`config.mk`:
```
export PLATFORM = sky130hd
export DESIGN_NAME = mio_bus_hs
export DESIGN_NICKNAME = d
export VERILOG_FILES = /design/src/rtl/mio_bus_pkg.sv /design/src/rtl/mio_bus_timeout.sv /design/src/rtl/mio_bus_hs.sv
export SDC_FILE = /design/constraint.sdc
export NUM_CORES = 1
export LEC_CHECK = 0
export ABC_AREA = 1
export CAP_MARGIN = 20
export CELL_PAD_IN_SITES_DETAIL_PLACEMENT = 0
export CELL_PAD_IN_SITES_GLOBAL_PLACEMENT = 2
export CORE_MARGIN = 2
export CORE_UTILIZATION = 19
export DETAILED_ROUTE_END_ITERATION = 7
export HOLD_SLACK_MARGIN = 0.12
export PLACE_DENSITY_LB_ADDON = 0.25
export SYNTH_ARGS = -nofsm -noshare
export SYNTH_HDL_FRONTEND = slang
export SYNTH_SLANG_ARGS = --single-unit
```
`constraint.sdc`:
```
create_clock -name clk -period 5.49 [get_ports clk]
set_input_delay 0.549 -clock clk [delete_from_list [all_inputs] [get_ports clk]]
set_output_delay 0.549 -clock clk [all_outputs]
set_load 0.02 [all_outputs]
```
`src/rtl/mio_bus_pkg.sv`:
```
// Shared definitions for the handshaked MIO bus decoder: FSM state encoding,
// region nibbles of the peripheral map, the default slave region map and
// an address helper.
package mio_bus_pkg;

  typedef enum logic [1:0] {
    ST_IDLE   = 2'd0,
    ST_ACCESS = 2'd1,
    ST_RESP   = 2'd2
  } state_e;

  localparam logic [3:0] RGN_RAM  = 4'h0;
  localparam logic [3:0] RGN_WALL = 4'h9;
  localparam logic [3:0] RGN_CHAR = 4'ha;
  localparam logic [3:0] RGN_BG   = 4'hb;
  localparam logic [3:0] RGN_VRAM = 4'hc;
  localparam logic [3:0] RGN_KBD  = 4'hd;
  localparam logic [3:0] RGN_SEG  = 4'he;
  localparam logic [3:0] RGN_GPIO = 4'hf;

  // Slave 0 sits in the least significant nibble.
  localparam logic [31:0] DEF_REGION_MAP = {RGN_WALL, RGN_CHAR, RGN_BG, RGN_VRAM,
                                            RGN_KBD, RGN_SEG, RGN_GPIO, RGN_RAM};

  // Region nibble of a CPU byte address.
  function automatic logic [3:0] region_of(input logic [31:0] addr);
    return addr[31:28];
  endfunction

endpackage

```
`src/rtl/mio_bus_timeout.sv`:
```
// Access watchdog for the MIO bus: counts enabled cycles from a clear and
// flags expiry once TIMEOUT cycles have elapsed. Only built when
// MIO_BUS_TIMEOUT_EN is defined.
module mio_bus_timeout #(
  parameter int TIMEOUT = 255
) (
  input  logic clk,
  input  logic rst,
  input  logic clr,
  input  logic en,
  output logic expired
);

  localparam int CNT_W = $clog2(TIMEOUT + 1);

  logic [CNT_W-1:0] cnt_r;

  // Cycle counter: restarts on clr, stops at the expiry value.
  always_ff @(posedge clk or posedge rst) begin
    if (rst) begin
      cnt_r <= '0;
    end else if (clr) begin
      cnt_r <= '0;
    end else if (en && !expired) begin
      cnt_r <= cnt_r + CNT_W'(1);
    end else begin
      cnt_r <= cnt_r;
    end
  end

  assign expired = (cnt_r == CNT_W'(TIMEOUT));

endmodule

```
`src/rtl/mio_bus_hs.sv`:
```
// Handshaked CPU memory-mapped I/O bus decoder. Decodes cpu_addr[31:28]
// against REGION_MAP (lowest slave index wins), holds the selected slave
// until it acknowledges, and reports unmapped accesses as bus errors.
// Optional access timeout: define MIO_BUS_TIMEOUT_EN.
module mio_bus_hs
  import mio_bus_pkg::*;
#(
  parameter int                      NUM_SLV    = 8,
  parameter int                      DATA_W     = 32,
  parameter int                      SLV_ADDR_W = 18,
  parameter logic [NUM_SLV*4-1:0]    REGION_MAP = DEF_REGION_MAP,
  parameter int                      TIMEOUT    = 255
) (
  input  logic                      clk,
  input  logic                      rst,
  input  logic                      cpu_req,
  input  logic                      cpu_we,
  input  logic [31:0]               cpu_addr,
  input  logic [DATA_W-1:0]         cpu_wdata,
  output logic [DATA_W-1:0]         cpu_rdata,
  output logic                      cpu_ready,
  output logic                      cpu_err,
  output logic [NUM_SLV-1:0]        slv_sel,
  output logic                      slv_we,
  output logic [SLV_ADDR_W-1:0]     slv_addr,
  output logic [DATA_W-1:0]         slv_wdata,
  input  logic [NUM_SLV*DATA_W-1:0] slv_rdata,
  input  logic [NUM_SLV-1:0]        slv_ack,
  output logic [7:0]                err_cnt
);

  localparam int IDX_W = (NUM_SLV > 1) ? $clog2(NUM_SLV) : 1;

  state_e             state_r, state_nxt_s;
  logic [IDX_W-1:0]   sel_idx_r;
  logic [IDX_W-1:0]   hit_idx_s;
  logic               hit_s;
  logic               sel_ack_s;
  logic [DATA_W-1:0]  sel_rdata_s;
  logic               go_hit_s, go_miss_s, done_ack_s, done_to_s;
  logic               to_exp_s;
  logic               addr_unused_s;

  // Middle address bits are neither decoded nor forwarded.
  assign addr_unused_s = ^cpu_addr;

`ifdef MIO_BUS_TIMEOUT_EN
  logic to_clr_s, to_en_s;
  assign to_clr_s = go_hit_s;
  assign to_en_s  = (state_r == ST_ACCESS);

  mio_bus_timeout #(.TIMEOUT(TIMEOUT)) u_timeout (
    .clk     (clk),
    .rst     (rst),
    .clr     (to_clr_s),
    .en      (to_en_s),
    .expired (to_exp_s)
  );
`else
  // No watchdog: the expression is constant false, ACCESS waits for an ack.
  assign to_exp_s = (TIMEOUT < 0);
`endif

  // Region priority encoder: scanning downward lets the lowest index win.
  always_comb begin
    hit_s     = 1'b0;
    hit_idx_s = '0;
    for (int i = NUM_SLV - 1; i >= 0; i--) begin
      if (region_of(cpu_addr) == REGION_MAP[4*i +: 4]) begin
        hit_s     = 1'b1;
        hit_idx_s = IDX_W'(i);
      end else begin
        hit_s     = hit_s;
        hit_idx_s = hit_idx_s;
      end
    end
  end

  // Pick ack and read data of the selected slave; others are ignored.
  always_comb begin
    sel_ack_s   = 1'b0;
    sel_rdata_s = '0;
    for (int i = 0; i < NUM_SLV; i++) begin
      if (sel_idx_r == IDX_W'(i)) begin
        sel_ack_s   = slv_ack[i];
        sel_rdata_s = slv_rdata[DATA_W*i +: DATA_W];
      end else begin
        sel_ack_s   = sel_ack_s;
        sel_rdata_s = sel_rdata_s;
      end
    end
  end

  // State register.
  always_ff @(posedge clk or posedge rst) begin
    if (rst) begin
      state_r <= ST_IDLE;
    end else begin
      state_r <= state_nxt_s;
    end
  end

  // Next-state logic and transition events; an ack beats a same-cycle expiry.
  always_comb begin
    state_nxt_s = state_r;
    go_hit_s    = 1'b0;
    go_miss_s   = 1'b0;
    done_ack_s  = 1'b0;
    done_to_s   = 1'b0;
    case (state_r)
      ST_IDLE: begin
        if (cpu_req && hit_s) begin
          go_hit_s    = 1'b1;
          state_nxt_s = ST_ACCESS;
        end else if (cpu_req) begin
          go_miss_s   = 1'b1;
          state_nxt_s = ST_RESP;
        end else begin
          state_nxt_s = ST_IDLE;
        end
      end
      ST_ACCESS: begin
        if (sel_ack_s) begin
          done_ack_s  = 1'b1;
          state_nxt_s = ST_RESP;
        end else if (to_exp_s) begin
          done_to_s   = 1'b1;
          state_nxt_s = ST_RESP;
        end else begin
          state_nxt_s = ST_ACCESS;
        end
      end
      ST_RESP: begin
        state_nxt_s = ST_IDLE;
      end
      default: begin
        state_nxt_s = ST_IDLE;
      end
    endcase
  end

  // Registered bus outputs, response and saturating error counter.
  always_ff @(posedge clk or posedge rst) begin
    if (rst) begin
      sel_idx_r <= '0;
      slv_sel   <= '0;
      slv_we    <= 1'b0;
      slv_addr  <= '0;
      slv_wdata <= '0;
      cpu_ready <= 1'b0;
      cpu_err   <= 1'b0;
      cpu_rdata <= '0;
      err_cnt   <= 8'h00;
    end else begin
      cpu_ready <= go_miss_s | done_ack_s | done_to_s;

      if (go_hit_s) begin
        sel_idx_r <= hit_idx_s;
        slv_sel   <= NUM_SLV'(1) << hit_idx_s;
        slv_we    <= cpu_we;
        slv_addr  <= cpu_addr[SLV_ADDR_W-1:0];
        slv_wdata <= cpu_wdata;
      end else if (done_ack_s || done_to_s) begin
        slv_sel   <= '0;
      end

      if (go_miss_s || done_to_s) begin
        cpu_err   <= 1'b1;
        cpu_rdata <= '0;
      end else if (done_ack_s) begin
        cpu_err   <= 1'b0;
        cpu_rdata <= slv_we ? '0 : sel_rdata_s;
      end else if (state_r == ST_RESP) begin
        cpu_err   <= 1'b0;
      end

      if ((state_r == ST_RESP) && cpu_err && (err_cnt != 8'hff)) begin
        err_cnt <= err_cnt + 8'd1;
      end
    end
  end

endmodule

```
==> Flow_metrics.wiki, run 1 <==
=== Synthesis and place and route ===
{| class="wikitable"
! Metric !! Value
|-
| Run status || finished clean
|-
| Core utilization at floorplan || 0.193
|-
| Total Wirelength || 32,500 µm
|-
| Routed metal-1 wire length || 13,600 µm
|-
| Measured slew at the worst slew-check pin || 0.973 ns
|-
| Vias per cell || 4.27
|-
| Number of filler cells placed in the layout || 3,776
|-
| Cell total in the yosys stat output || 1,014
|-
| Wire length of the first global-routing pass || 48,300 µm
|-
| H-tree levels || 3
|-
| Final clock skew || 0.00676 ns
|-
| Met3 Resource Use GR || 0.0485
|-
| Wire length per cell after detailed routing || 17.5 µm
|-
| RSZ-0062 raised after global routing || false
|-
| Met2 wire length || 15,800 µm
|-
| Fraction of the yosys area taken by sequential cells || 0.398
|-
| Metal3 WL || 2630 µm
|-
| Antenna violations before repair || 4
|-
| Tightest Hold Check Type || reg2reg
|-
| Critical path class || in2reg
|-
| Dominant delay contributor by cell family on the critical path || simple AND/OR/NAND/NOR gates
|-
| Fraction of layout cells with a size suffix above 1 || 0.0423
|-
| Period utilization || 0.632
|-
| Hold buffer count at cts || 0
|-
| Area growth from synthesis to final layout || 74.0%
|-
| Total of cells resized after clock tree synthesis || 0
|-
| Iteration-0 DRC count of the detailed router || 311
|-
| Critical path, cell by cell || clkdlybuf4s50_1 > inv_2 > nand2_2 > nor3_1 > nor2_1 > nand2_2 > nand2_1 > inv_1 > o21ai_0 > nor2_1 > nand3_1 > nand2_1
|-
| Power density over the cells || 442 nW/µm²
|-
| Worst setup slack after placement || 1.52 ns
|-
| Weighted congestion at the end of routability-driven global placement || 0.804
|-
| Maximum Capacitance Violations || 0
|-
| Data required time at the worst endpoint || 5.78 ns
|-
| Distinct cells, synth || 25
|-
| Width of the die || 191 µm
|-
| Number of optimization iterations in the first detailed-route pass || 7
|-
| Total routing resource utilization after global routing || 0.174
|-
| Post-Syn Nets || 1,347
|-
| Clock tree from TritonCTS || yes
|-
| Maximum VDD drop || 188 µV
|-
| Cell area after technology mapping || 6670 µm²
|-
| Buffers on Ports || 422
|-
| Clock buffer depth || 2
|-
| Instance count of the mapped netlist || 1,014
|-
| Slack of the worst reg-to-reg path || 2.57 ns
|-
| DRC || 0
|-
| Warning count from the yosys run || 0
|-
| Type of element launching the critical path || input port
|-
| Critical Path End Type || flop
|-
| Busiest grt layer || met2
|-
| Final-report hold violation count || 0
|-
| CP Data Arrival Time || 3.76 ns
|-
| Sink count of the clock tree || 106
|-
| Critical path buffer and inverter count || 3
|-
| Detailed Place HPWL || 25,200 µm
|-
| Post-route setup slack || 2.02 ns
|-
| Met1 usage || 0.214
|-
| Overall via count from detail_route || 7,926
|-
| Top Layer Used || met4
|-
| Largest net degree at the start of global routing || 67
|-
| Remaining max-slew budget at the tightest pin || 0.351
|-
| Maximum clock rate || 0.288 GHz
|-
| Number of routed nets with antenna violations || 0
|-
| Die Ht || 191 µm
|-
| Fin crit period || 3.47 ns
|-
| Total Neg Setup Slack || 0 ns
|-
| Highest fanout seen on the critical path || 36
|-
| Net switching power || 2.46 mW
|-
| # Post-CTS Setup Buffers || 0
|-
| Leakage power || 5.25 nW
|-
| Slowest Stage Delay on Critical Path || 0.74 ns
|-
| Final layout net count || 1,724
|-
| Portion of total power attributed to the clock network || 0.129
|-
| Number of global-route vias before repair || 7,922
|-
| Portion of total power attributed to combinational logic || 0.633
|-
| Final Setup Violations || 0
|-
| Clock transition at the registers of the reported paths || 0.08 ns
|-
| OpenROAD warnings || 36
|-
| Final tally of max-slew violations || 0
|-
| Seq pwr share || 0.237
|-
| DIE AREA || 36,600 µm²
|-
| CTS root buffer || clkbuf_16
|-
| Area reported by Yosys stat || 6670 µm²
|-
| Proportion of total power due to net switching || 0.480
|-
| I/O Pins || 433
|-
| Total gr overflow || 0
|-
| Average instance area after synthesis || 6.58 µm²
|-
| Internal cell power || 2.67 mW
|-
| Slowest stage cell, crit path || inv_1
|-
| Skew-Pair Late Insertion Delay || 0.35 ns
|-
| Synth Register Bits || 106
|-
| Cts bufs inserted || 9
|-
| Met2 demand-to-capacity share in global routing || 0.293
|}
run 1: cell usage after synthesis (all sizes together):
cell | n | share of area
a21oi | 1 | 0.00075
nand3 | 145 | 0.11
dfrtp | 106 | 0.40
clkbuf | 46 | 0.026
nor2 | 79 | 0.046
xor2 | 6 | 0.0079
nand2 | 426 | 0.24
nor4 | 2 | 0.0019
ha | 1 | 0.0019
or2 | 34 | 0.032
nand4 | 71 | 0.067
nor3 | 5 | 0.0045
buf | 25 | 0.020
o21ai | 38 | 0.029
o21a | 1 | 0.0011
inv | 28 | 0.016
run 1: registers in the layout, summed over array words and instances, names as in the netlist:
name	count
err_cnt	8
slv_wdata	32
cpu_err	1
state_r	2
slv_sel	8
cpu_ready	1
cpu_rdata	32
slv_addr	18
sel_idx_r	3
slv_we	1
run 1: worst register-to-register path, cell delays in order, from the launching register on:
cell and delay (ns):
dfrtp_1 0.37, buf_4 0.27, nor2_2 0.72, nand2_1 0.20, inv_1 0.30, buf_4 0.39, nand2_1 0.10, nand4_1 0.18
nor2_1 0.09, nor2_1 0.09, nand3_1 0.08, nand2_1 0.09
run 1: path summary, 6_finish.rpt:
path / start / endpoint / cells after the start
worst max-delay path: cpu_addr[28] / cpu_rdata[23] / 12
worst min-delay path: slv_wdata[30] / slv_wdata[30] / 2
worst max register to register: sel_idx_r[0] / cpu_rdata[6] / 11
worst min register to register: slv_wdata[30] / slv_wdata[30] / 2
max in group asynchronous: rst / slv_wdata[23] / 3
min in group asynchronous: rst / slv_wdata[30] / 2
run 1: kinds of logic after synthesis:
family,after synthesis,synth area share
buffers and inverters,99,0.0619
adders and majority gates,1,0.00188
and+or+nand+nor,762,0.500
AOI/OAI and AO/OA,40,0.0304
DFF,106,0.398
xor gates and xnor gates,6,0.00788
run 1: power by group through the flow:
stage / registers (mW) / logic (mW) / clock network [mW]
floorplan: 1.54 / 1.57 / 0
global placement: 1.23 / 3.31 / 0
detailed placement: 1.24 / 3.31 / 0
CTS: 1.22 / 3.31 / 0.692
global route: 1.26 / 3.66 / 0.722
finish: 1.22 / 3.25 / 0.662
run 1: final cells by class:
cell class / count / area, µm² / area share
sequential: 106 / 2650 / 0.229
inverter: 28 / 108 / 0.00927
timing repair buffer: 437 / 4350 / 0.375
tap: 455 / 569 / 0.0491
multi-input combinational: 809 / 3620 / 0.312
clock inverter: 5 / 62.6 / 0.00539
antenna: 5 / 12.5 / 0.00108
clock buffer: 11 / 233 / 0.0201
run 1: placed cells by master, fill, tap and decap left out, types with 5 or more instances in the layout:
cell             synthesis  final
or2_2                   12     12
clkdlybuf4s50_1          0    422
buf_4                    6     14
nor2_1                  76     75
o21ai_0                 38     38
inv_2                    6      7
nand4_1                 71     71
nand3_1                144    144
diode_2                  0      5
dfrtp_1                106    106
nand2_1                424    422
clkbuf_16                0      9
inv_1                   22     20
xor2_1                   6      6
or2_0                   21     21
run 1: through the flow:
step                hold WS (ns)  cells  utilization  cell area [µm²]  power, mW
floorplan                  0.557   1014            -             6670       3.11
global placement           0.460   1834        0.327            11300       4.53
detailed placement         0.464   1834        0.327            11300       4.55
CTS                        0.484   1850        0.335            11600       5.23
global route               0.500   1855        0.336            11600       5.64
finish                     0.480   1856        0.336            11600       5.13
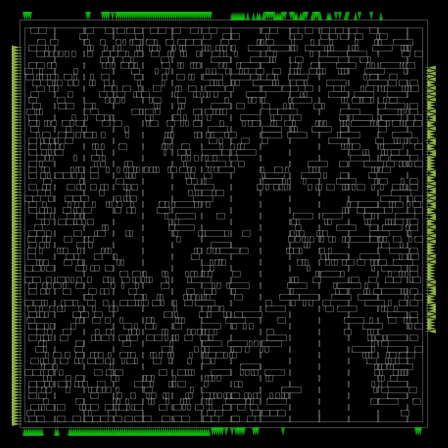
*Placement view, run 1*
non-filler instance count after layout: 1,856
fraction of standard cell area that is sequential: 0.229
standard cell core area: 34,500 µm²
row count: 68

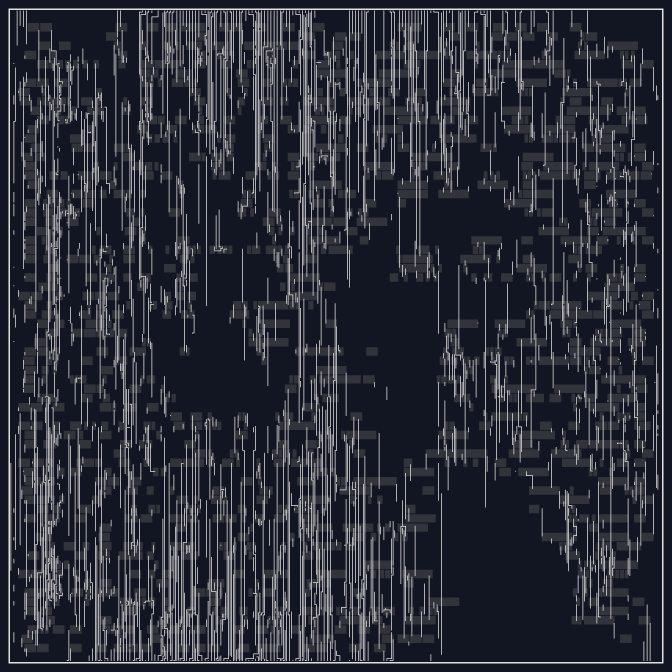
*M2 wires, run 1*
The longest straight run is 94.5 µm. The layer holds 49% of the routed length.

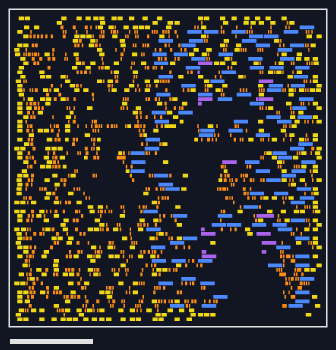
*Cell classes on the final placement, run 1*
The bar under the picture is 50 µm long.
Key: purple = clock drivers and dummy loads [cells 16, share of their area 2.7%]; yellow = remaining buffers and delay cells [cells 437, share of their area 39%]; orange = remaining logic cells [cells 837, share of their area 34%]; blue = registers [cells 106, share of their area 24%]
Core Util, Final: 0.336
Design Area, Final: 11,600 µm²

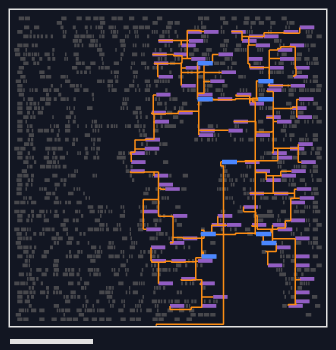
*Clock distribution, run 1*
The bar under the picture is 50 µm long.
Key: blue = clock-net drivers [count 9]; orange = clock wires [length 1,590 µm]; purple = flip-flops [count 106]
There are 10 routed clock nets.

==> run 2, diff against run 1 <==
--- a/config.mk
+++ b/config.mk
@@ -10,7 +10,7 @@
 export CELL_PAD_IN_SITES_DETAIL_PLACEMENT = 0
 export CELL_PAD_IN_SITES_GLOBAL_PLACEMENT = 2
 export CORE_MARGIN = 2
-export CORE_UTILIZATION = 19
+export CORE_UTILIZATION = 18
 export DETAILED_ROUTE_END_ITERATION = 7
 export HOLD_SLACK_MARGIN = 0.12
 export PLACE_DENSITY_LB_ADDON = 0.25
==> constraint.sdc (replaced) <==
create_clock -name clk -period 3.3 [get_ports clk]
set_input_delay 0.33 -clock clk [delete_from_list [all_inputs] [get_ports clk]]
set_output_delay 0.33 -clock clk [all_outputs]
set_load 0.02 [all_outputs]
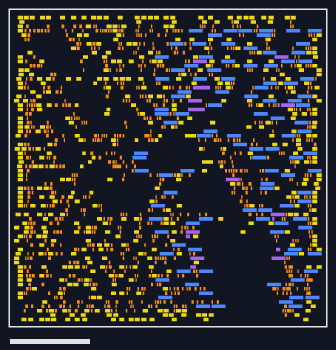
*Cell classes on the final placement, run 2*
The bar under the picture is 50 µm long.
Key: orange = remaining logic cells [cells 837, share of their area 34%]; yellow = remaining buffers and delay cells [cells 442, share of their area 40%]; blue = registers [cells 106, share of their area 24%]; purple = clock drivers and dummy loads [cells 16, share of their area 2.9%]

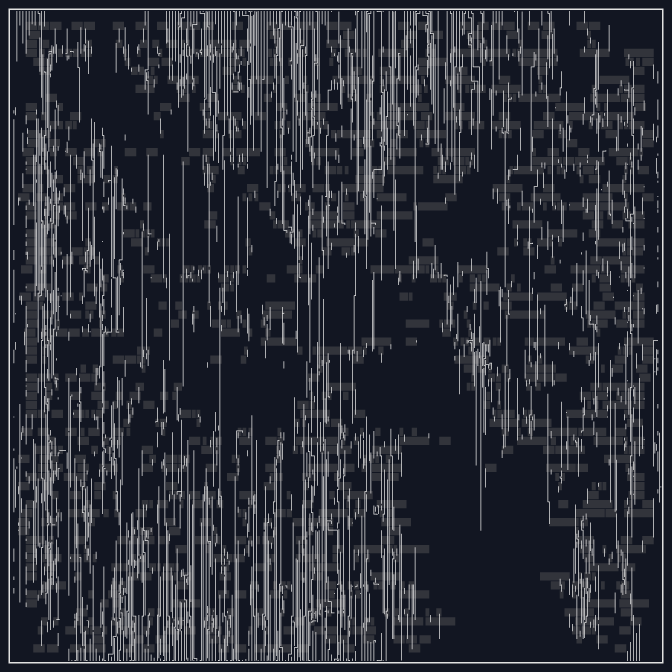
*M2 wires, run 2*
The layer carries 15,800 µm of wire. The longest straight run is 75.1 µm. 1,234 nets have wire on it. The wires run mostly vertical.
Total Wirelength: 32,800 µm
overall via count from detail_route: 7,942
met2 demand-to-capacity share in global routing: 0.279

==> run 2 against run 1 <==
Net effect:
- routed wire length rose by 0.96%
- via count grew 0.20%
- cell count up 1.1%
- global-route usage decreased by 0.70 points
- total power grew 70%
- highest routed layer is now met5
- critical path type is now reg2reg
- sequential share of layout area is 0.20 points lower
- largest power group unchanged
- count of clock-buffer cells in the layout is 2 lower
- flip-flop count is the same
- critical path depth unchanged
- cell area is 0.88% higher
- setup slack worse by 1.2 ns
- worst hold slack got worse by 0.018 ns
==> Flow_metrics.wiki, run 2 <==
=== Synthesis and place and route ===
{| class="wikitable"
! Metric !! Value
|-
| Number of global-route vias before repair || 7,986 (was 7,922)
|-
| Measured slew at the worst slew-check pin || 0.863 ns (was 0.973 ns)
|-
| Registers with the most flip-flops || cpu_rdata: 32 flops, slv_wdata: 32 flops, slv_addr: 18 flops (unchanged)
|-
| Internal cell power || 4.53 mW (was 2.67 mW)
|-
| Period utilization || 0.740
|-
| Area share of xor/xnor cells in the synthesized design || 0.00788 (unchanged)
|-
| Cts bufs inserted || 9 (unchanged)
|-
| Wire length of the first global-routing pass || 48,800 µm (was 48,300 µm)
|-
| Synthesized-area fraction occupied by ao, oa, aoi and oai cells || 0.0304 (unchanged)
|-
| Data required time at the worst endpoint || 3.56 ns (was 5.78 ns)
|-
| Warning count from the yosys run || 0 (unchanged)
|-
| Highest fanout seen on the critical path || 66 (was 36)
|-
| Synth area leaders || dfrtp_1 40%, nand2_1 24%, nand3_1 11%, nand4_1 6.7%, nor2_1 4.3% (unchanged)
|-
| Yosys top cell area share || 0.398 (unchanged)
|-
| Portion of netlist area occupied by mux cells || 0 (unchanged)
|-
| Fraction of the yosys area taken by sequential cells || 0.398 (unchanged)
|-
| I/O Pins || 433 (unchanged)
|-
| Buffers on Ports || 422 (unchanged)
|-
| Critical path buffer and inverter count || 3 (unchanged)
|-
| Wire length per cell after detailed routing || 17.5 µm (about the same)
|-
| Remaining max-slew budget at the tightest pin || 0.424 (was 0.351)
|-
| Ranking of synthesized cells by instance count || 424 x nand2_1, 144 x nand3_1, 106 x dfrtp_1, 76 x nor2_1, 71 x nand4_1 (unchanged)
|-
| OpenROAD warnings || 36 (unchanged)
|-
| Portion of total power attributed to combinational logic || 0.627 (was 0.633)
|-
| Final-report hold violation count || 0 (unchanged)
|-
| Simple-gate share of the synthesized area || 0.500 (unchanged)
|-
| Final clock skew || 0.00528 ns (was 0.00676 ns)
|-
| Distinct cells, synth || 25 (unchanged)
|-
| Standard cell core area || 36,500 µm² (was 34,500 µm²)
|-
| # Post-CTS Setup Buffers || 0 (unchanged)
|-
| Slack of the worst reg-to-reg path || 0.86 ns (was 2.57 ns)
|-
| Largest net degree at the start of global routing || 67 (unchanged)
|-
| Clock buffer depth || 2 (unchanged)
|-
| Type of element launching the critical path || flop (was input port)
|-
| Fraction of layout cells with a size suffix above 1 || 0.0471 (was 0.0423)
|-
| Total Neg Setup Slack || 0 ns (unchanged)
|-
| Total of cells resized after clock tree synthesis || 0 (unchanged)
|-
| Endpoint of the worst register-to-register path || cpu_rdata[5] (was cpu_rdata[6])
|-
| Proportion of synthesized flip-flops having asynchronous set or reset || 1.00 (unchanged)
|-
| Skew-Pair Late Insertion Delay || 0.37 ns (was 0.35 ns)
|-
| Cell area after technology mapping || 6670 µm² (unchanged)
|-
| Core utilization at floorplan || 0.183 (was 0.193)
|-
| Proportion of total power due to net switching || 0.479 (was 0.480)
|-
| Clock tree from TritonCTS || yes (unchanged)
|-
| CTS root buffer || clkbuf_16 (unchanged)
|-
| Number of flops mapped to enable cells by yosys || 0 (unchanged)
|-
| Most used flip-flop cell after synthesis || dfrtp_1 (unchanged)
|-
| Critical Path End Type || flop (unchanged)
|-
| Area occupied by multi-input gates || 3620 µm² (unchanged)
|-
| Post-Syn Nets || 1,347 (unchanged)
|-
| Final layout net count || 1,729 (was 1,724)
|-
| DRC || 0 (unchanged)
|-
| R2r startpoint || sel_idx_r[2] (was sel_idx_r[0])
|-
| Maximum Capacitance Violations || 0 (unchanged)
|-
| Antenna violations before repair || 11 (was 4)
|-
| CP Data Arrival Time || 2.70 ns (was 3.76 ns)
|-
| Adder Share, Synth || 0.00188 (unchanged)
|-
| Leakage power || 5.30 nW (was 5.25 nW)
|-
| Detailed Place HPWL || 25,400 µm (was 25,200 µm)
|-
| Sequential cell area in the final layout || 2650 µm² (unchanged)
|-
| DIE AREA || 38,600 µm² (was 36,600 µm²)
|-
| H-tree levels || 3 (unchanged)
|-
| Hold buffer count at cts || 0 (unchanged)
|-
| Weighted congestion at the end of routability-driven global placement || 0.798 (was 0.804)
|-
| Critical path class || reg2reg (was in2reg)
|-
| Most instantiated library cell after synthesis || nand2_1 (unchanged)
|-
| Total routing resource utilization after global routing || 0.167 (was 0.174)
|-
| Slowest Stage Delay on Critical Path || 0.58 ns (was 0.74 ns)
|-
| Vias per cell || 4.23 (was 4.27)
|-
| Maximum VDD drop || 263 µV (was 188 µV)
|-
| Dominant combinational family || simple AND/OR/NAND/NOR gates (unchanged)
|-
| Fin crit period || 2.44 ns
|-
| RSZ-0062 raised after global routing || false (unchanged)
|-
| Width of the die || 197 µm (was 191 µm)
|-
| Area growth from synthesis to final layout || 75.5% (was 74.0%)
|-
| Instance count of the mapped netlist || 1,014 (unchanged)
|-
| Number of routed nets with antenna violations || 0 (unchanged)
|-
| Total gr overflow || 0 (unchanged)
|-
| Synth Register Bits || 106 (unchanged)
|-
| Critical path, cell by cell || inv_2 > buf_4 > nand3_1 > nand3_1 > nand2_1 > nand2_1 > nand2_1 > nand3_1 > nand3_2 > buf_4 > nand3_1 > nand2_1 (was clkdlybuf4s50_1 > inv_2 > nand2_2 > nor3_1 > nor2_1 > nand2_2 > nand2_1 > inv_1 > o21ai_0 > nor2_1 > nand3_1 > nand2_1)
|-
| Tightest Hold Check Type || in2async (was reg2reg)
|-
| Average instance area after synthesis || 6.58 µm² (unchanged)
|-
| Die Ht || 197 µm (was 191 µm)
|-
| Cell total in the yosys stat output || 1,014 (unchanged)
|-
| Power density over the cells || 743 nW/µm² (was 442 nW/µm²)
|-
| Portion of total power attributed to the clock network || 0.140 (was 0.129)
|-
| Maximum clock rate || 0.410 GHz
|-
| Slowest stage cell, crit path || buf_4 (was inv_1)
|-
| Run status || finished clean (unchanged)
|-
| Worst setup slack after placement || 0.819 ns (was 1.52 ns)
|-
| Row count || 70 (was 68)
|-
| Post-route setup slack || 0.860 ns (was 2.02 ns)
|-
| Area reported by Yosys stat || 6670 µm² (unchanged)
|-
| Final Setup Violations || 0 (unchanged)
|-
| Synth area leader || dfrtp_1 (unchanged)
|-
| Dominant delay contributor by cell family on the critical path || buffers and inverters (was simple AND/OR/NAND/NOR gates)
|-
| Net switching power || 4.16 mW (was 2.46 mW)
|-
| Top Layout Cells || 422 x nand2_1, 422 x clkdlybuf4s50_1, 144 x nand3_1, 106 x dfrtp_1, 75 x nor2_1 (unchanged)
|-
| Sink count of the clock tree || 106 (unchanged)
|}
-- run 2: cell counts after synthesis --
No cell type changed its count.
-- run 2: final cells by class --
cell class | instances | area share
Timing Repair Buffer | 442 | 0.376
Multi-Input combinational cell | 809 | 0.309
Sequential cell | 106 | 0.227
Tap cell | 468 | 0.0500
Clock buffer | 9 | 0.0192
Inverter | 28 | 0.00919
Clock inverter | 7 | 0.00844
Antenna cell | 8 | 0.00171
-- run 2: worst max path at each step --
stage / slack, ns / startpoint / cells after the start / to
floorplan: 0.18 / rst / 1 / cpu_err
global placement: 0.81 / cpu_addr[28] / 13 / cpu_rdata[3]
detailed placement: 0.82 / cpu_addr[28] / 13 / cpu_rdata[30]
CTS: 0.84 / sel_idx_r[2] / 12 / slv_sel[7]
global route: 0.58 / sel_idx_r[2] / 12 / cpu_rdata[5]
finish: 0.86 / sel_idx_r[2] / 12 / cpu_rdata[5]
-- run 2: per-layer routing --
| metal | vias to the layer above | global-route usage | share of wire |
|---|---|---|---|
| met5 | - | 0 | 0.0012 |
| li1 | 4072 | - | - |
| met3 | 26 | 0.0477 | 0.073 |
| met1 | 3574 | 0.205 | 0.43 |
| met4 | 6 | 0.0561 | 0.015 |
| met2 | 264 | 0.279 | 0.48 |
-- run 2: stage by stage --
step / util / power, mW / cell area, µm² / cells / hold slack, ns
2_1_floorplan: - / 5.17 / 6670 / 1014 / 0.440
5_1_grt: 0.321 / 9.49 / 11700 / 1876 / 0.491
6_report: 0.321 / 8.70 / 11700 / 1877 / 0.462
4_1_cts: 0.320 / 8.87 / 11700 / 1869 / 0.474
3_3_place_gp: 0.311 / 7.59 / 11400 / 1853 / 0.461
3_5_place_dp: 0.311 / 7.62 / 11400 / 1853 / 0.464
-- run 2: cells by family after synthesis --
logic type | after synthesis
xor gates and xnor gates | 6
AOI/OAI and AO/OA | 40
buffers and inverters | 99
DFF | 106
and+or+nand+nor | 762
adders and majority gates | 1
-- run 2: power by group through the flow --
stage / clock network [mW] / registers, mW / logic (mW)
floorplan: 0 / 2.56 / 2.61
global placement: 0 / 2.04 / 5.55
detailed placement: 0 / 2.06 / 5.56
CTS: 1.26 / 2.04 / 5.57
global route: 1.30 / 2.09 / 6.09
finish: 1.21 / 2.03 / 5.45
==> run 3, diff against run 2 <==
==> constraint.sdc (replaced) <==
create_clock -name clk -period 2.3 [get_ports clk]
set_input_delay 0.23 -clock clk [delete_from_list [all_inputs] [get_ports clk]]
set_output_delay 0.23 -clock clk [all_outputs]
set_load 0.02 [all_outputs]
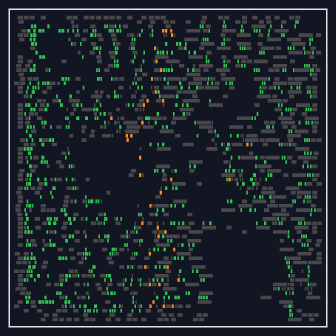
*Gate-type map, run 3*
Key: green = nand cells [cells 642, most used nand2_1, where spread over the die]; orange = aoi and oai cells [cells 39, most used o21ai_0, where a column down the middle]
non-filler instance count after layout: 1,883
logic share of the area: 0.304

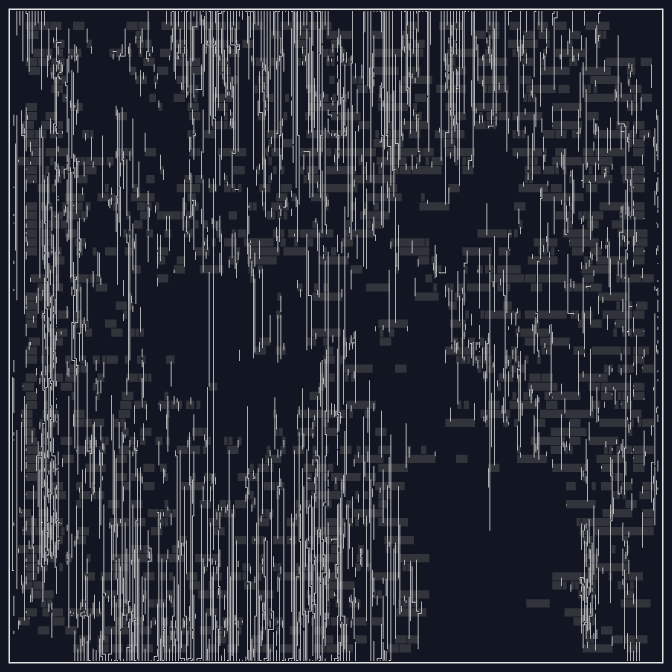
*M2 wires, run 3*
The layer carries 15,800 µm of wire. The longest straight run is 112 µm. The wires run mostly vertical. 1,253 nets have wire on it.
Total Wirelength: 32,800 µm
overall via count from detail_route: 7,996
met2 demand-to-capacity share in global routing: 0.286

==> run 3 against run 2 <==
Net effect:
- flip-flop count did not move
- total power is 47% higher
- global-route usage down 0.14 points
- cell count is 0.32% higher
==> Flow_metrics.wiki, run 3 <==
=== Synthesis and place and route ===
{| class="wikitable"
! Metric !! Value
|-
| Vias per cell || 4.25 (was 4.23)
|-
| Final clock skew || 0.00853 ns (was 0.00528 ns)
|-
| Final layout net count || 1,742 (was 1,729)
|-
| Endpoint of the worst register-to-register path || cpu_rdata[30] (was cpu_rdata[5])
|-
| Leakage power || 5.41 nW (was 5.30 nW)
|-
| Number of global-route vias before repair || 7,980 (was 7,986)
|-
| Total routing resource utilization after global routing || 0.165 (was 0.167)
|-
| Instance count of the mapped netlist || 1,014 (unchanged)
|-
| Maximum clock rate || 0.482 GHz (was 0.410 GHz)
|-
| Cell total in the yosys stat output || 1,014 (unchanged)
|-
| CP Data Arrival Time || 2.32 ns (was 2.70 ns)
|-
| Synth area leader || dfrtp_1 (unchanged)
|-
| Final tally of max-slew violations || 0 (unchanged)
|-
| Average instance area after synthesis || 6.58 µm² (unchanged)
|-
| Cell area after technology mapping || 6670 µm² (unchanged)
|-
| Most used flip-flop cell after synthesis || dfrtp_1 (unchanged)
|-
| Wire length per cell after detailed routing || 17.4 µm (was 17.5 µm)
|-
| Final Setup Violations || 0 (unchanged)
|-
| Total Neg Setup Slack || 0 ns (unchanged)
|-
| Standard cell core area || 36,500 µm² (unchanged)
|-
| Area occupied by multi-input gates || 3620 µm² (unchanged)
|-
| Number of optimization iterations in the first detailed-route pass || 6 (was 7)
|-
| Power density over the cells || 1070 nW/µm² (was 743 nW/µm²)
|-
| Sink count of the clock tree || 106 (unchanged)
|-
| R2r startpoint || sel_idx_r[1] (was sel_idx_r[2])
|-
| Clock transition at the registers of the reported paths || 0.08 ns (about the same)
|-
| Buffers on Ports || 422 (unchanged)
|-
| Fin crit period || 2.07 ns (was 2.44 ns)
|-
| Width of the die || 197 µm (unchanged)
|-
| Tightest Hold Check Type || in2async (unchanged)
|-
| Maximum VDD drop || 455 µV (was 263 µV)
|-
| Worst reg2reg path depth || 12 (unchanged)
|-
| Met3 Resource Use GR || 0.0452 (was 0.0477)
|-
| Number of flops mapped to enable cells by yosys || 0 (unchanged)
|-
| Distinct cells, synth || 25 (unchanged)
|-
| RSZ-0062 raised after global routing || false (unchanged)
|-
| Clock buffer depth || 2 (unchanged)
|-
| Iteration-0 DRC count of the detailed router || 383 (was 303)
|-
| Total of cells resized after clock tree synthesis || 0 (unchanged)
|-
| Cts bufs inserted || 9 (unchanged)
|-
| # Post-CTS Setup Buffers || 0 (unchanged)
|-
| DRC || 0 (unchanged)
|-
| Critical Path End Type || flop (unchanged)
|-
| Cells after DPL || 1,866 (was 1,853)
|-
| Type of element launching the critical path || flop (unchanged)
|-
| Skew-Pair Late Insertion Delay || 0.36 ns (was 0.37 ns)
|-
| Measured slew at the worst slew-check pin || 0.479 ns (was 0.863 ns)
|-
| Registers with the most flip-flops || cpu_rdata: 32 flops, slv_wdata: 32 flops, slv_addr: 18 flops (unchanged)
|-
| Hold buffer count at cts || 0 (unchanged)
|-
| Number of routed nets with antenna violations || 0 (unchanged)
|-
| Area growth from synthesis to final layout || 78.5% (was 75.5%)
|-
| Detailed Place HPWL || 26,100 µm (was 25,400 µm)
|-
| Top Layout Cells || 422 x nand2_1, 422 x clkdlybuf4s50_1, 144 x nand3_1, 106 x dfrtp_1, 75 x nor2_1 (unchanged)
|-
| Busiest grt layer || met2 (unchanged)
|-
| Fraction of layout cells with a size suffix above 1 || 0.0559 (was 0.0471)
|-
| Antenna violations before repair || 5 (was 11)
|-
| Synth area leaders || dfrtp_1 40%, nand2_1 24%, nand3_1 11%, nand4_1 6.7%, nor2_1 4.3% (unchanged)
|-
| DIE AREA || 38,600 µm² (unchanged)
|-
| Highest fanout seen on the critical path || 43 (was 66)
|-
| Core utilization at floorplan || 0.183 (unchanged)
|-
| Weighted congestion at the end of routability-driven global placement || 0.818 (was 0.798)
|-
| Final-report hold violation count || 0 (unchanged)
|-
| Slack of the worst reg-to-reg path || 0.23 ns (was 0.86 ns)
|-
| Fraction of the yosys area taken by sequential cells || 0.398 (unchanged)
|-
| Post-Syn Nets || 1,347 (unchanged)
|-
| Most instantiated library cell after synthesis || nand2_1 (unchanged)
|-
| Remaining max-slew budget at the tightest pin || 0.680 (was 0.424)
|-
| Number of filler cells placed in the layout || 4,000 (was 3,990)
|-
| H-tree levels || 3 (unchanged)
|-
| Die Ht || 197 µm (unchanged)
|-
| Wire length of the first global-routing pass || 48,400 µm (was 48,800 µm)
|-
| Maximum Capacitance Violations || 0 (unchanged)
|-
| Largest net degree at the start of global routing || 60 (was 67)
|-
| OpenROAD warnings || 36 (unchanged)
|-
| Area reported by Yosys stat || 6670 µm² (unchanged)
|-
| Run status || finished clean (unchanged)
|-
| Met1 usage || 0.204 (was 0.205)
|-
| Total gr overflow || 0 (unchanged)
|-
| Ranking of synthesized cells by instance count || 424 x nand2_1, 144 x nand3_1, 106 x dfrtp_1, 76 x nor2_1, 71 x nand4_1 (unchanged)
|-
| Period utilization || 0.902 (was 0.740)
|-
| Proportion of synthesized flip-flops having asynchronous set or reset || 1.00 (unchanged)
|-
| Data required time at the worst endpoint || 2.55 ns (was 3.56 ns)
|-
| Clock tree from TritonCTS || yes (unchanged)
|-
| Row count || 70 (unchanged)
|-
| I/O Pins || 433 (unchanged)
|-
| Warning count from the yosys run || 0 (unchanged)
|-
| Critical path class || reg2reg (unchanged)
|-
| Yosys top cell area share || 0.398 (unchanged)
|-
| Sequential cell area in the final layout || 2650 µm² (unchanged)
|-
| Synth Register Bits || 106 (unchanged)
|-
| CTS root buffer || clkbuf_16 (unchanged)
|}
-- run 3: through the flow --
step / hold WS [ns] / cell area, µm² / setup WS (ns) / utilization / total power, mW
after global placement: 0.461 / 11600 / 0.230 / 0.317 / 11.2
after floorplan: 0.340 / 6680 / 0.639 / - / 7.42
after detailed placement: 0.464 / 11600 / 0.226 / 0.317 / 11.2
after CTS: 0.240 / 11900 / 0.203 / 0.326 / 13.0
after global routing: 0.268 / 11900 / 0.00615 / 0.326 / 13.9
final: 0.243 / 11900 / 0.226 / 0.326 / 12.8
-- run 3: cells by family after synthesis --
kind of cell / count (synthesis) / share of synthesized area
flops: 106 / 0.398
simple gates: 762 / 0.500
compound gates: 40 / 0.0304
xor+xnor: 6 / 0.00788
fa+ha+maj: 1 / 0.00188
buf+inv: 99 / 0.0619
-- run 3: critical path, cell delays in order, from the launching register on --
cell and delay [ns]:
dfrtp_1 0.46, inv_2 0.13, buf_4 0.38, nand4_1 0.15, nand3_1 0.09, nand2_1 0.07, nand2_1 0.06, nand2_1 0.05
nand3_1 0.09, nand3_2 0.09, buf_12 0.21, nand3_1 0.09, nand2_1 0.05
-- run 3: cell type report --
class                           count  share of cell area
Inverter                           28             0.00914
Sequential cell                   106               0.223
Multi-Input combinational cell    809               0.304
Timing Repair Buffer              455               0.387
Tap cell                          468              0.0492
Clock buffer                       10              0.0201
Clock inverter                      6             0.00788
Antenna cell                        1            0.000210
-- run 3: per-layer routing --
layer  vias up  wire, µm
met5         -        54
met4         8       442
met3        24      2240
met2       258     15800
met1      3614     14200
li1       4092         -
-- run 3: power by group --
part | internal [mW] | leakage, nW | switching, mW | total (mW)
registers | 2.53 | 1.37 | 0.386 | 2.91
clock network | 0.999 | 0.165 | 0.755 | 1.75
logic | 3.26 | 3.87 | 4.83 | 8.10
-- run 3: how the worst max path moves through the flow --
| stage | from | end | cells after the start |
|---|---|---|---|
| 2_1_floorplan | sel_idx_r[1] | cpu_rdata[19] | 12 |
| 3_3_place_gp | cpu_addr[29] | cpu_rdata[24] | 13 |
| 3_5_place_dp | sel_idx_r[1] | cpu_err | 12 |
| 4_1_cts | sel_idx_r[1] | cpu_err | 12 |
| 5_1_grt | sel_idx_r[2] | cpu_rdata[1] | 13 |
| 6_report | sel_idx_r[1] | cpu_rdata[30] | 12 |
Power and IR drop assume default switching activity.
